===== src/rtl/fc_result_writer.sv =====
// fc_result_writer: buffers FC neuron results and writes them in order to activation BRAM.
// Optional argmax tracking is built only when FC_ARGMAX_EN is defined.
module fc_result_writer #(
  parameter int BITWIDTH   = 8,
  parameter int NUM_NEURON = 84,
  parameter int ADDR_W     = 8,
  parameter int BASE_ADDR  = 0,
  parameter int FIFO_DEPTH = 4,
  parameter int IDX_W      = 8
) (
  input  logic                clk_x5,
  input  logic                rstn,
  input  logic                start,
  input  logic                valid_in,
  input  logic [BITWIDTH-1:0] result_in,
  output logic                in_ready,
  input  logic                bram_gnt,
  output logic                bram_we,
  output logic                bram_addren,
  output logic [ADDR_W-1:0]   bram_addr,
  output logic [BITWIDTH-1:0] bram_wdata,
  output logic                busy,
  output logic                done,
  output logic                overflow,
  output logic [IDX_W-1:0]    class_idx,
  output logic                class_valid
);

  localparam int PTR_W = $clog2(FIFO_DEPTH);
  localparam int CNT_W = $clog2(NUM_NEURON + 1);

  typedef enum logic [1:0] {
    IDLE,
    RUN,
    DRAIN,
    DONE
  } state_t;

  state_t state, state_nx;

  logic [BITWIDTH-1:0] mem [FIFO_DEPTH];
  logic [PTR_W-1:0]    wr_ptr, rd_ptr;
  logic [PTR_W:0]      fcnt;
  logic [CNT_W-1:0]    acc_cnt, wr_cnt;
  logic                clr, push, pop, last_push;

  assign clr       = start && (state == IDLE || state == DONE);
  // ready looks only at the registered count, never at a same-cycle pop
  assign in_ready  = (state == RUN) && (fcnt != (PTR_W+1)'(FIFO_DEPTH));
  assign push      = valid_in && in_ready;
  assign pop       = (state == RUN || state == DRAIN)
                     && (fcnt != '0) && bram_gnt;
  assign last_push = push && (acc_cnt == CNT_W'(NUM_NEURON - 1));

  assign busy        = (state == RUN) || (state == DRAIN);
  assign done        = (state == DONE);
  assign bram_addren = bram_we;

  always_comb begin
    state_nx = state;
    unique case (state)
      IDLE, DONE: if (start) state_nx = RUN;
      RUN:        if (last_push) state_nx = DRAIN;
      DRAIN: begin
        if (wr_cnt == CNT_W'(NUM_NEURON) && fcnt == '0)
          state_nx = DONE;
      end
      default:    state_nx = IDLE;
    endcase
  end

  always_ff @(posedge clk_x5) begin
    if (push) mem[wr_ptr] <= result_in;
  end

  always_ff @(posedge clk_x5 or negedge rstn) begin
    if (!rstn) begin
      state      <= IDLE;
      wr_ptr     <= '0;
      rd_ptr     <= '0;
      fcnt       <= '0;
      acc_cnt    <= '0;
      wr_cnt     <= '0;
      overflow   <= 1'b0;
      bram_we    <= 1'b0;
      bram_addr  <= '0;
      bram_wdata <= '0;
    end else begin
      state   <= state_nx;
      bram_we <= pop;
      if (clr) begin
        wr_ptr   <= '0;
        rd_ptr   <= '0;
        fcnt     <= '0;
        acc_cnt  <= '0;
        wr_cnt   <= '0;
        overflow <= 1'b0;
      end else begin
        if (push) begin
          wr_ptr  <= wr_ptr + 1'b1;
          acc_cnt <= acc_cnt + 1'b1;
        end
        if (pop) begin
          rd_ptr     <= rd_ptr + 1'b1;
          wr_cnt     <= wr_cnt + 1'b1;
          bram_addr  <= ADDR_W'(BASE_ADDR + int'(wr_cnt));
          bram_wdata <= mem[rd_ptr];
        end
        fcnt <= fcnt + {{PTR_W{1'b0}}, push} - {{PTR_W{1'b0}}, pop};
        if (state == RUN && valid_in && !in_ready)
          overflow <= 1'b1;
      end
    end
  end

`ifdef FC_ARGMAX_EN
  logic [BITWIDTH-1:0] max_val;
  logic [IDX_W-1:0]    max_idx;

  // strict compare keeps the lowest index on ties
  always_ff @(posedge clk_x5 or negedge rstn) begin
    if (!rstn) begin
      max_val <= '0;
      max_idx <= '0;
    end else if (clr) begin
      max_val <= '0;
      max_idx <= '0;
    end else if (push && (acc_cnt == '0 || result_in > max_val)) begin
      max_val <= result_in;
      max_idx <= IDX_W'(acc_cnt);
    end
  end

  assign class_idx   = max_idx;
  assign class_valid = done;
`else
  assign class_idx   = '0;
  assign class_valid = 1'b0;
`endif

endmodule


===== config.mk =====
export PLATFORM = sky130hd
export DESIGN_NAME = fc_result_writer
export DESIGN_NICKNAME = d
export VERILOG_FILES = /design/src/rtl/fc_result_writer.sv
export SDC_FILE = /design/constraint.sdc
export NUM_CORES = 1
export LEC_CHECK = 0
export CAP_MARGIN = 20
export CORE_MARGIN = 2
export CORE_UTILIZATION = 45
export DETAILED_ROUTE_END_ITERATION = 10
export PLACE_DENSITY = 0.73
export SLEW_MARGIN = 15
export SYNTH_ARGS = -nofsm -noshare
export SYNTH_HDL_FRONTEND = slang
export SYNTH_SLANG_ARGS = --single-unit

===== constraint.sdc =====
create_clock -name clk_x5 -period 3.4 [get_ports clk_x5]
set_input_delay 1.02 -clock clk_x5 [delete_from_list [all_inputs] [get_ports clk_x5]]
set_output_delay 1.02 -clock clk_x5 [all_outputs]
set_load 0.005 [all_outputs]

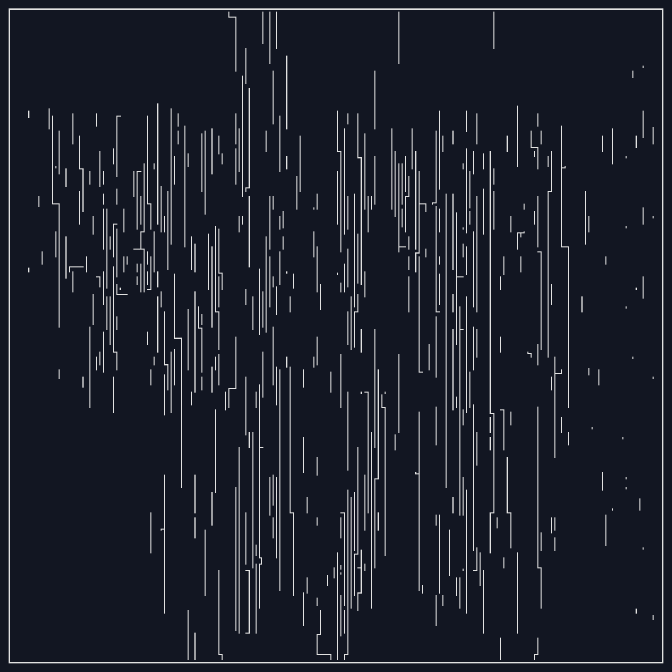
Fig. 1. Signal wires on met2 (run 1).
longest straight run = 39.8 um
nets with wire on the layer = 255
wire length on this layer = 2,430 um
WL final: 5060 um
via count: 1,894

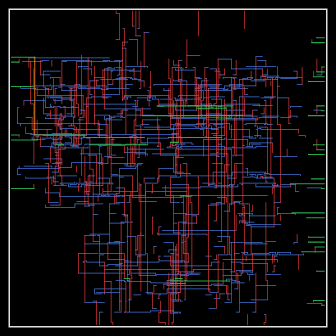
Fig. 2. Metal layers overlaid (run 1).
green -> metal 3  # wire length 268 um
red -> metal 2  # wire length 2,430 um
orange -> metal 4  # wire length 21.8 um
blue -> metal 1  # wire length 2,340 um
Avg WL per Cell: 12.8 um
Global Route Usage Sum: 14.3%

==> results.txt, run 1 <==
Post-detail-place hpwl -> 3530 um
Chip area -> 7810 um2
Post-synth EDFFs -> 32
Max Fclk -> 0.342 GHz
Num rows -> 30
Final-layout clock buffer total -> 10
Synth flops -> 72
CP Cell Sequence -> clkdlybuf4s50_1, nand2_1, nor2_1, inv_1, ha_1, inv_1, ha_1, inv_1, fa_1, xor2_1, xnor2_1, nor2_1
Clock-cell share -> 5.23%
Layout Nets -> 320
Worst hold stages -> 2
Tap cells -> 96
Worst Path Max Fanout -> 5
Signal buf overhead -> 9.60%
Slowest Stage Delay on Critical Path -> 0.49 ns
Iteration-0 DRC Markers -> 80
Max Clock Skew -> 0.0118 ns
Critical Path Start -> valid_in
Register area -> 1960 um2
Top cells by area -> dfrtp_1, edfxtp_1, mux4_2
Setup WS post-layout -> 0.474 ns
Ranking of synthesized cells by instance count -> nand2_1, dfrtp_1, edfxtp_1
Placed inst area -> 3580 um2
Root Buffer -> clkbuf_8
Met3 wire len -> 267 um
CTS Hold Bufs -> 0
Area growth syn-to-layout -> 18.1%
Comb_multi_in -> 160
Critical R2R Launch -> fcnt[1]
Worst Hold Class -> reg2reg
Post-synth seq share -> 61.3%
Req. time, crit path -> 3.59 ns
Comb/total area -> 28.8%
Main flop type -> dfrtp_1
Resized cells post-CTS -> 0
Cells after Synth -> 258
Cell Pwr Density -> 420 nW/um2
Most frequent CP cell -> inv_1
Core area -> 6830 um2
Cell area after synthesis -> 3200 um2
Status -> completed
Adder share -> 5.31%
Fillers -> 589
Vias/cell -> 4.79
First-pass GRT wire length -> 8500 um
Clock sinks -> 72
R2R Setup Slk -> 0.80 ns
# diodes -> 0
Ys cells -> 258
Setup-failing EPs final -> 0
Flop share of the area -> 51.9%
Critical Path AT -> 3.11 ns
Period minus WS final -> 2.93 ns
Final Hold Violating Endpoints -> 0
Leak -> 1.59 nW
Synth top cell by count -> nand2_1
Int Power -> 0.00126 W
Critical setup path kind -> in2reg
Non-clk invs -> 13
CTS tree -> yes
Postcts setup bufs -> 0
Cells after DPL -> 379
WHS -> 0.475 ns
Crit-path leading delay family -> adder cells
Maximum clock path buffer count -> 2
Syn Area/Cell -> 12.4 um2
Max layer used -> met4
Worst setup path end -> fcnt[2]
Pin count of the biggest net entering global routing -> 41
Die Y -> 88.4 um
Mux frac, synth -> 5.94%
YS chip area -> 3200 um2
Seq cells -> 72
DRC violations left -> 0
Xor/xnor share -> 3.83%
Combinational power -> 0.0000314 W
Remaining Overflow, GRT -> 0
Type of origin of the critical path -> input pin
Synth Area in Compound Gates -> 3.56%
YS warnings -> 0
Met2 wire length -> 2430 um
Clock Latency Late Sink -> 0.33 ns
Crit path buf inv count -> 4
Initial antenna violation count -> 0
Tot Pwr -> 0.00159 W
Switching part of the total power -> 20.5%
Power Clock -> 0.000648 W
Pins over their slew limit -> 0
Dominant combinational family -> simple AND/OR/NAND/NOR gates
Finished Cell Area -> 3780 um2
Share of layout cells above drive strength 1 -> 10.0%
Biggest Area Class -> sequential cells
Max-area cell share -> 31.3%
RSZ-0062 raised after global routing -> no
TritonCTS Buffers -> 9
Clock slew at reported path FFs -> 0.07 ns
Yosys simple share -> 14.2%
Hold_sp -> bram_wdata[4]
Init Core Util -> 46.9%
Hold endpoint -> bram_wdata[4]
Synth area leader -> dfrtp_1
Number of global-route vias before repair -> 1,834
Clock power frac -> 40.8%
Netlist cell types -> 38
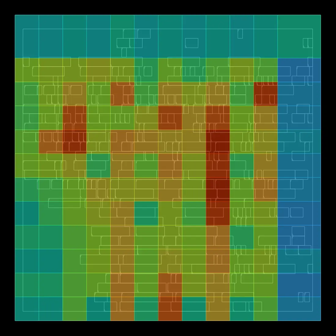
Fig. 3. Track usage over the die (run 1).
GRT busiest layer: met2
met2 usage: 23.7%
GRT met1 Usage: 18.8%
M3 GR Usage: 2.89%
final core occ: 55.3%

[run 1: sequential cells by signal, summed over array words and instances, names as in the netlist, 2 cells and up]
register,count
acc_cnt,7
state,2
rd_ptr,2
bram_addr,7
bram_wdata,8
fcnt,3
mem,32
wr_cnt,7
wr_ptr,2
[run 1: cell usage in the layout (no fill, tap or decap), types with 2 or more instances in the layout]
master / n
nor4_1: 2
inv_1: 13
nand3_1: 7
o21ai_0: 8
clkdlybuf4s50_1: 32
clkinv_4: 2
nor3_1: 2
xor2_1: 6
clkinvlp_4: 3
nand4_1: 4
and2_1: 8
or3_1: 2
and4_1: 2
a21oi_1: 3
buf_4: 5
ha_1: 12
nor2_1: 17
clkbuf_8: 9
mux4_2: 8
xnor2_1: 8
nand2_1: 48
dfrtp_1: 40
edfxtp_1: 32
conb_1: 10
Fig. 4: run 1, logic cells by family
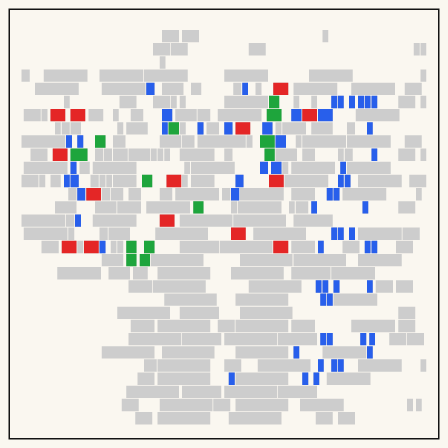

==> run 1 -> run 2 <==
CORE_ASPECT_RATIO = 1.5   (was not set)
CORE_MARGIN = 1   (was 2)
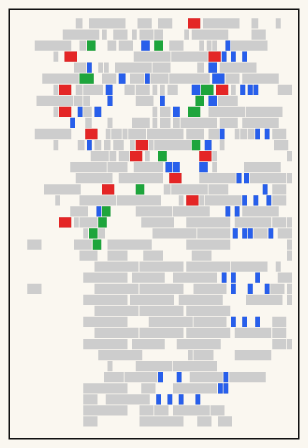
Fig. 5. Logic cells by family (run 2).
green -> AND and OR gates  # cells 13, most used and2_1
blue -> NAND gates  # cells 61, most used nand2_1
red -> XOR/XNOR gates  # cells 14, most used xnor2_1

==> run 2 against run 1 <==
  * The flow now finishes with violations (DRC)
  * Final cell count shrank 4.6%
  * Critical endpoint unchanged
  * Die area shrank 4.4%
  * Total power shrank 1.3%
  * Setup slack gained 0.081 ns
  * Synthesized cell count is the same
  * Sequential cell count is the same
  * Largest cell class unchanged
==> results.txt, run 2 <==
Max layer used -> met4
Setup WS post-layout -> 0.555 ns
Failing checks -> DRC
Non-clk invs -> 13
Register area -> 1960 um2
Hold_sp -> bram_addr[5]
Period minus WS final -> 2.84 ns
Number of global-route vias before repair -> 1,896
Netlist cell types -> 38
Clock-cell share -> 4.79%
Non-clock buffers -> 38
Critical R2R Capture -> fcnt[2]
Tap cells -> 78
Postcts setup bufs -> 0
Flop share of the area -> 52.5%
Resized cells post-CTS -> 0
Max-area cell share -> 31.3%
Met3 wire len -> 166 um
Antenna Violating Nets Remaining -> 0
Type of origin of the critical path -> input pin
Cells after Synth -> 258
Remaining Overflow, GRT -> 0
Worst r2r path cells -> 11
Root Buffer -> clkbuf_8
Fillers -> 596
RSZ-0062 raised after global routing -> no
First-pass GRT wire length -> 9040 um
WHS -> 0.472 ns
Comb_multi_in -> 160
Xor/xnor share -> 3.83%
CTS Hold Bufs -> 0
Ys cells -> 258
Final-layout clock buffer total -> 11
MaxCap Viol Count -> 0
Leak -> 1.59 nW
Status -> complete, but fails checks
Signal buf overhead -> 9.71%
Final Cycle Share -> 83.7%
YS chip area -> 3200 um2
Req. time, crit path -> 3.60 ns
WL final -> 5340 um
Vias/cell -> 5.01
I/O pin count -> 44
Global Route Usage Sum -> 16.3%
Synth area leader -> dfrtp_1
Worst setup EP type -> flip-flop
Total negative slack -> 0 ns
Clock slew at reported path FFs -> 0.07 ns
Logic area -> 1090 um2
Worst Path Max Fanout -> 5
Adder share -> 5.31%
Finished Cell Area -> 3740 um2
Critical setup path kind -> in2reg
Clock Latency Late Sink -> 0.34 ns
Synth flops -> 72
Final GP Congestion -> 0.779
# diodes -> 0
Synth Area in Compound Gates -> 3.56%
DRC violations left -> 8
Area growth syn-to-layout -> 16.8%
R2R Setup Slk -> 0.85 ns
Iteration-0 DRC Markers -> 101
Max Fclk -> 0.352 GHz
Worst setup path end -> fcnt[2]
Syn Area/Cell -> 12.4 um2
Tot Pwr -> 0.00157 W
Max reg flops -> 32
Layout Nets -> 320
Die Y -> 105 um
Met2 wire length -> 2780 um
Core area -> 6850 um2
Synth top cell by count -> nand2_1
Final Hold Violating Endpoints -> 0
H-Tree Depth -> 3
Final core occ -> 54.6%
M1 WL -> 2270 um
Post-detail-place hpwl -> 3600 um
Setup-failing EPs final -> 0
Dominant combinational family -> simple AND/OR/NAND/NOR gates
Biggest Area Class -> sequential cells
Post-synth seq share -> 61.3%
Post-synth EDFFs -> 32
Num rows -> 37
Yosys simple share -> 14.2%
Clock sinks -> 72
Count of tool warnings -> 32
Pre-CTS setup slack -> 0.172 ns
Biggest registers after layout -> mem x32, bram_wdata x8
Worst slew pin tran -> 0.905 ns
TritonCTS Buffers -> 9
Critical R2R Launch -> fcnt[1]
Chip area -> 7460 um2
Comb/total area -> 29.1%
Top Layout Cells -> nand2_1, dfrtp_1, clkdlybuf4s50_1, edfxtp_1, nor2_1
Hold endpoint -> bram_addr[5]
Port-buffer cells -> 33
Relative slew slack -> 39.7%
Commonest Layout Cell -> nand2_1
Mux frac, synth -> 5.94%
Biggest register -> mem
Via count -> 1,888
YS warnings -> 0
Placed inst area -> 3560 um2
Ranking of synthesized cells by instance count -> nand2_1, dfrtp_1, edfxtp_1
Cells after DPL -> 361
Worst Hold Class -> reg2reg
VDD IR max -> 0.000300 V
Pins over their slew limit -> 0
Initial antenna violation count -> 0
Main flop type -> dfrtp_1
Avg WL per Cell -> 14.2 um
Worst hold stages -> 2
Critical Path AT -> 3.05 ns
Maximum clock path buffer count -> 2
Seq cells -> 72
Top cells by area -> dfrtp_1, edfxtp_1, mux4_2
Cell Pwr Density -> 419 nW/um2
Final Non-Filler Cells -> 377
Max Clock Skew -> 0.00521 ns
Pre-antenna DRT Iters -> 9
Die outline width -> 70.9 um
Share of layout cells above drive strength 1 -> 9.03%
Critical Path Start -> valid_in
Pin count of the biggest net entering global routing -> 41
Cell area after synthesis -> 3200 um2
CTS tree -> yes
Init Core Util -> 46.7%
Async S/R FF share, synth -> 55.6%
[run 2: power breakdown]
| part | internal, W | total (W) | switching, W |
|---|---|---|---|
| clock network | 0.000332 | 0.000625 | 0.000293 |
| registers | 0.000909 | 0.000909 | 0 |
| logic | 0.0000129 | 0.0000324 | 0.0000196 |
[run 2: worst max-delay path: stages]
cell,delay (ns)
clkdlybuf4s50_1,0.51
nand2_1,0.12
nor2_1,0.14
inv_1,0.06
ha_1,0.26
inv_1,0.05
ha_1,0.13
inv_1,0.05
fa_1,0.36
xor2_1,0.16
xnor2_1,0.13
nor2_1,0.05
[run 2: layer usage]
layer | track usage (%) | up-vias
met5 | 0 | -
met4 | 8.57 | 0
met3 | 4.40 | 6
met2 | 28.1 | 41
met1 | 18.3 | 911
li1 | - | 930
Fig. 6: run 2, local utilization
7 x 11 tiles, from white (low) to dark blue (high), 0 to 100% covered.
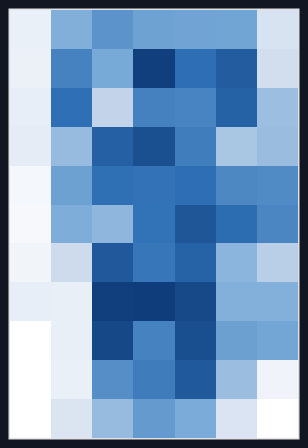

==> run 2 -> run 3 <==
clock period = 2.9 ns   (was 3.4 ns; I/O delays follow)
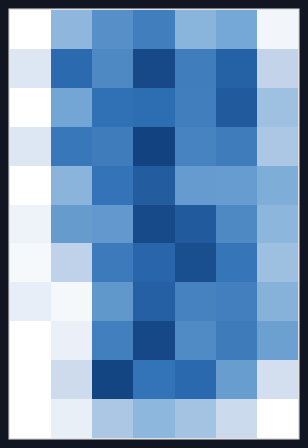
Fig. 7. Local utilization (run 3).
7 x 11 tiles, from white (low) to dark blue (high), 0 to 100% covered.
fullest tile = 93%
mean over tiles = 50%
nearly empty tiles = 9.1%
emptiest ninth of the die = south-west

==> run 3 against run 2 <==
  * The run now ends clean
  * Utilization grew 0.82 points
  * Count of clock-buffer cells in the layout grew 1
  * Sequential power grew about 20%
  * Critical path depth is the same
  * Highest routed layer unchanged
  * Synthesized area is the same
  * Clock power grew 37%
  * Hold slack lost 0.00065 ns
  * Clock skew is essentially flat
  * Sequential share of layout area shrank 0.78 points
  * Routed wire length is essentially flat
==> results.txt, run 3 <==
Status -> completed
Worst Path Max Fanout -> 3
I/O pin count -> 44
Slowest CP cell -> clkdlybuf4s50_1
Worst Hold Class -> reg2reg
Pins over their slew limit -> 0
Req. time, crit path -> 3.14 ns
Netlist cell types -> 38
Cells after DPL -> 364
Met2 wire length -> 2820 um
First-pass GRT wire length -> 8850 um
Cells after Synth -> 258
TritonCTS Buffers -> 9
Most frequent CP cell -> inv_1
Critical setup path kind -> in2reg
Setup WS post-layout -> 0.253 ns
R2R Setup Slk -> 0.42 ns
CTS tree -> yes
Finished Cell Area -> 3790 um2
Synth Area in Compound Gates -> 3.56%
Die Y -> 105 um
Worst setup EP type -> flip-flop
Final Non-Filler Cells -> 380
Die outline width -> 70.9 um
Final core occ -> 55.4%
Leak -> 1.62 nW
# diodes -> 0
Switching part of the total power -> 19.2%
Sequential share of power -> 54.4%
Worst r2r path cells -> 13
Combinational power share -> 1.9%
Crit. path cell count -> 12
Pin count of the biggest net entering global routing -> 41
Clock power frac -> 43.7%
Iteration-0 DRC Markers -> 128
GRT met1 Usage -> 18.2%
Power Clock -> 0.000857 W
Clock Latency Late Sink -> 0.35 ns
Worst slew pin tran -> 0.904 ns
Chip area -> 7460 um2
Relative slew slack -> 39.7%
Cell area after synthesis -> 3200 um2
MaxCap Viol Count -> 0
Async S/R FF share, synth -> 55.6%
Maximum clock path buffer count -> 2
Slowest Stage Delay on Critical Path -> 0.50 ns
Worst hold stages -> 2
Antenna Violating Nets Remaining -> 0
Post-synth seq share -> 61.3%
Adder share -> 5.31%
Xor/xnor share -> 3.83%
M3 GR Usage -> 5.45%
Post-synth EDFFs -> 32
Final Hold Violating Endpoints -> 0
Area growth syn-to-layout -> 18.5%
Critical Path AT -> 2.88 ns
Cell Pwr Density -> 516 nW/um2
Initial antenna violation count -> 0
Main flop type -> dfrtp_1
Final GP Congestion -> 0.794
Num rows -> 37
CTS Hold Bufs -> 0
Max reg flops -> 32
Post-detail-place hpwl -> 3680 um
==> run 3: cell count changes in the layout (fill, tap and decap cells not counted) <==
cell / before / now
clkbuf_8: 9 / 10
bufinv_16: 1 / 2
clkinv_2: 2 / 0
buf_4: 5 / 8
==> run 3: final cells by class <==
type / instances / area (um2)
Timing Repair Buffer: 41 / 385
Inverter: 13 / 48.8
Multi-Input combinational cell: 160 / 1090
Clock buffer: 12 / 145
Sequential cell: 72 / 1960
Tap cell: 78 / 97.6
Clock inverter: 4 / 67.6
Fill cell: 569 / 3060
==> run 3: kinds of logic (layout without fill, tap and decap cells) <==
kind of cell               after synthesis  count (layout)
and+or+nand+nor                         98              98
DFF                                     72              72
buffers and inverters                   35              70
AOI/OAI and AO/OA                       16              16
xor gates and xnor gates                14              14
adders and majority gates               13              13
muxes                                    9               9
other                                    1              10
Power is estimated from default activity; no workload was simulated.
